`config.mk`:
```
export PLATFORM = sky130hd
export DESIGN_NAME = mux_rr_arbiter
export DESIGN_NICKNAME = d
export VERILOG_FILES = /design/src/rtl/mux_arb_pkg.sv /design/src/rtl/rr_picker.sv /design/src/rtl/mux_rr_arbiter.sv
export SDC_FILE = /design/constraint.sdc
export NUM_CORES = 1
export LEC_CHECK = 0
export CAP_MARGIN = 20
export CORE_AREA = 3 3 48 50
export DETAILED_ROUTE_END_ITERATION = 8
export DIE_AREA = 0 0 51 53
export GPL_TIMING_DRIVEN = 0
export PLACE_DENSITY = 0.85
export SYNTH_ARGS = -nofsm -noshare
export SYNTH_HDL_FRONTEND = slang
export SYNTH_SLANG_ARGS = --single-unit
export TNS_END_PERCENT = 1
```
`constraint.sdc`:
```
create_clock -name clk -period 1.85 [get_ports clk]
set_input_delay 0.37 -clock clk [delete_from_list [all_inputs] [get_ports clk]]
set_output_delay 0.37 -clock clk [all_outputs]
set_load 0.01 [all_outputs]
```
`src/rtl/mux_arb_pkg.sv`:
```
// Shared types for the four-requester mux arbiter: requester count, select width, FSM state.
// No logic here, so there is no latency and no backpressure.
package mux_arb_pkg;

    localparam int NUM_REQ = 4;
    localparam int SEL_W   = 2;

    typedef enum logic {
        IDLE  = 1'b0,
        GRANT = 1'b1
    } arb_state_t;

    typedef logic [NUM_REQ-1:0] req_vec_t;
    typedef logic [SEL_W-1:0]   sel_t;

endpackage

```
`src/rtl/rr_picker.sv`:
```
// Combinational winner pick: round-robin from last+1, or lowest index when MUX_ARB_FIXED_PRIO_EN is defined.
// Zero latency; no backpressure, it only looks at the request vector.
module rr_picker
    import mux_arb_pkg::*;
(
    input  req_vec_t req,
    input  sel_t     last,
    output sel_t     winner,
    output logic     found
);

`ifdef MUX_ARB_FIXED_PRIO_EN
    logic unused_last;
    assign unused_last = ^last;

    always_comb begin
        winner = '0;
        // Descending scan so the lowest set index is written last and wins.
        for (int i = NUM_REQ - 1; i >= 0; i--) begin
            if (req[i]) begin
                winner = sel_t'(i);
            end
        end
    end
`else
    always_comb begin
        sel_t idx;
        winner = '0;
        idx    = '0;
        // Scan offsets NUM_REQ..1 so that offset 1 (the index right after last) is written last and wins.
        for (int i = NUM_REQ; i >= 1; i--) begin
            idx = last + sel_t'(i);
            if (req[idx]) begin
                winner = idx;
            end
        end
    end
`endif

    assign found = |req;

endmodule

```
`src/rtl/mux_rr_arbiter.sv`:
```
// Shares one 4:1 mux between four requesters with bounded-burst grants (MUX_ARB_FIXED_PRIO_EN selects fixed priority).
// Latency: one cycle from req to gnt; a stall (out_ready low) holds the grant with no beat counted.
module mux_rr_arbiter
    import mux_arb_pkg::*;
#(
    parameter int DATA_W    = 2,
    parameter int MAX_BURST = 4
) (
    input  logic              clk,
    input  logic              rst,
    input  req_vec_t          req,
    input  logic [DATA_W-1:0] a,
    input  logic [DATA_W-1:0] b,
    input  logic [DATA_W-1:0] c,
    input  logic [DATA_W-1:0] d,
    input  logic              out_ready,
    output req_vec_t          gnt,
    output sel_t              sel,
    output logic [DATA_W-1:0] out,
    output logic              out_valid,
    output logic              busy
);

    arb_state_t state, state_nxt;
    req_vec_t   gnt_nxt;
    sel_t       sel_nxt;
    sel_t       last, last_nxt;
    logic [3:0] count, count_nxt;

    sel_t       winner;
    logic       found;
    logic       beat;
    logic       last_beat;

    rr_picker u_picker (
        .req    (req),
        .last   (last),
        .winner (winner),
        .found  (found)
    );

    assign busy      = (state == GRANT);
    assign out_valid = busy && req[sel];
    assign beat      = out_valid && out_ready;
    assign last_beat = beat && (count == 4'(MAX_BURST - 1));

    always_comb begin
        out = a;
        case (sel)
            2'd0: out = a;
            2'd1: out = b;
            2'd2: out = c;
            2'd3: out = d;
            default: out = a;
        endcase
    end

    always_comb begin
        state_nxt = state;
        gnt_nxt   = gnt;
        sel_nxt   = sel;
        last_nxt  = last;
        count_nxt = count;
        case (state)
            IDLE: begin
                if (found) begin
                    sel_nxt   = winner;
                    gnt_nxt   = req_vec_t'(1) << winner;
                    count_nxt = '0;
                    state_nxt = GRANT;
                end
            end
            GRANT: begin
                // A withdrawn request never produces a beat, so it releases without counting.
                if (!req[sel] || last_beat) begin
                    state_nxt = IDLE;
                    last_nxt  = sel;
                    gnt_nxt   = '0;
                    count_nxt = '0;
                end else if (beat) begin
                    count_nxt = count + 4'd1;
                end
            end
            default: state_nxt = IDLE;
        endcase
    end

    always_ff @(posedge clk) begin
        if (rst) begin
            state <= IDLE;
            gnt   <= '0;
            sel   <= '0;
            last  <= sel_t'(NUM_REQ - 1);
            count <= '0;
        end else begin
            state <= state_nxt;
            gnt   <= gnt_nxt;
            sel   <= sel_nxt;
            last  <= last_nxt;
            count <= count_nxt;
        end
    end

endmodule

```
==> Changelog: implementation <==
### Metrics

* Status: finished, final reports clean
* I/O pin cnt at 25
* TritonCTS buffer count at 3
* Crit. End Element: flop
* Area share, top type at 31.18%
* Critical Path Stages at 6
* CTS sink count at 13
* Crit Path Category: flop to flop
* Power per Cell Area at between 600 and 700 nW/um2
* Top cells, area: dfxtp_1 31%, mux4_2 5.4%, mux2i_1 3.6%
* Clock Latency Late Sink at 0.29 ns
* Yosys chip area at 834.6 um2
* Die height at 53 um
* CP bufs+invs at 2
* Hold Buf Count CTS at 0
* Total track usage at between 15 and 20%
* Final Power at 0.7781 mW
* Xor/xnor share at 0%
* Worst R2R End: count[3]
* Total grt overflow at 0
* WP data required at 2.06 ns
* Most instantiated logic cell after routing: clkdlybuf4s50_1
* Max Fanout on Critical Path at 8
report_power, final:
group	internal (mW)	total (mW)	switching, mW
Clock	0.0841	0.186	0.102
Sequential	0.302	0.324	0.0224
Combinational	0.142	0.268	0.126
routing by layer:
metal | wire, um | global-route usage (%) | vias to the layer above
li1 | - | - | 403
met1 | 889 | 20.27 | 405
met2 | 1105 | 26.18 | 21
met3 | 90 | 2.817 | 7
met4 | 52 | 12.11 | 0
met5 | 0 | 0 | -
state kept, by name (all words and copies together), names as in the netlist:
name / flops
sel: 2
busy: 1
gnt: 4
last: 2
count: 4
timing repair:
item	CTS	global route
pin swaps	0	0
setup endpoints to repair	6	3
setup buffers	2	0
gates resized	17	9
Figure 1. Placed standard cells.
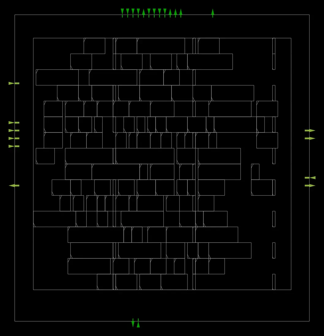
Site Rows: 16
Filler cells: 176

Figure 2. Drive-strength map.
(8 px per um)
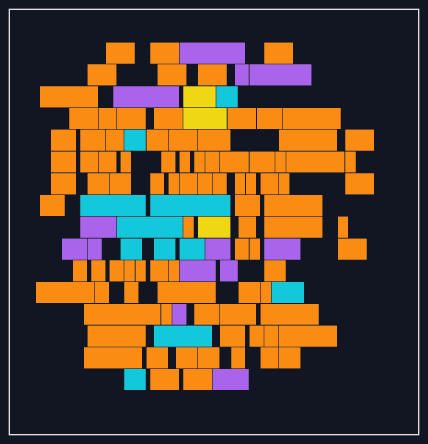
- yellow: x6 and larger (cells 3; share 2.5%; most used buf_6)
- purple: x2 (cells 13; share 11%)
- cyan: x3 and x4 (cells 11; share 9.3%; most used clkbuf_4)
- orange: x1 and smaller (cells 91; share 77%; most used clkdlybuf4s50_1)
Post-Layout Inst Area: 1182 um2
nonclk buf count: 30
Area Growth Syn to Fin: 41.68%

Figure 3. Cell classes on the final placement.
(10 px per um)
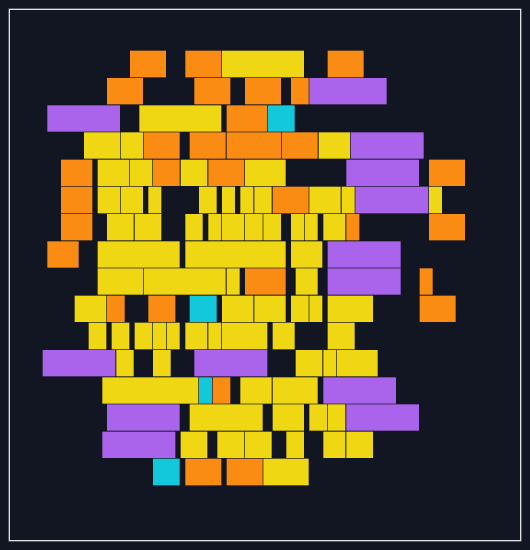
- cyan: clock drivers and dummy loads (cells 4; share of their area 2.3%)
- orange: remaining buffers and delay cells (cells 30; share of their area 24%)
- purple: sequential cells (cells 13; share of their area 23%)
- yellow: remaining logic cells (cells 71; share of their area 51%)
core box area: 1942 um2
Seq/total area: 22.12%
fin util: 60.89%

Figure 4. Where the registers sit.
(8 px per um) Other sequential cells in the stronger grey, the rest of the logic in the fainter grey.
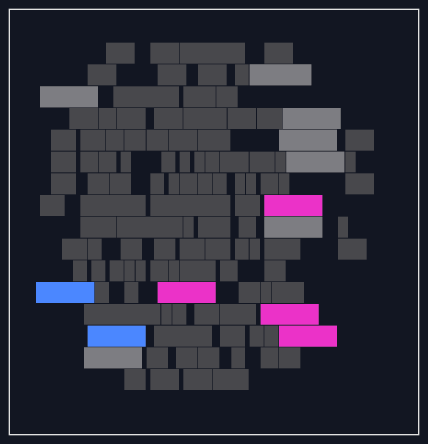
- magenta: count (placed flops 4)
- blue: last (placed flops 2)
- not coloured: 7
Seq power: 0.324 mW
FF+latch area: 261.5 um2

Figure 5. M3 wires.
(4 px per um)
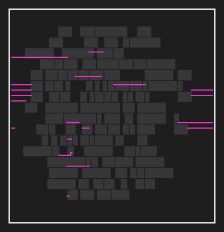
- wire length on this layer: 90.6 um
- nets with wire on the layer: 14
- longest straight run: 13.8 um
GR Layer Usage met3: 2.817%
total number of vias: 836
Post-Route WL: 2137 um

Power is estimated from default activity; no workload was simulated.
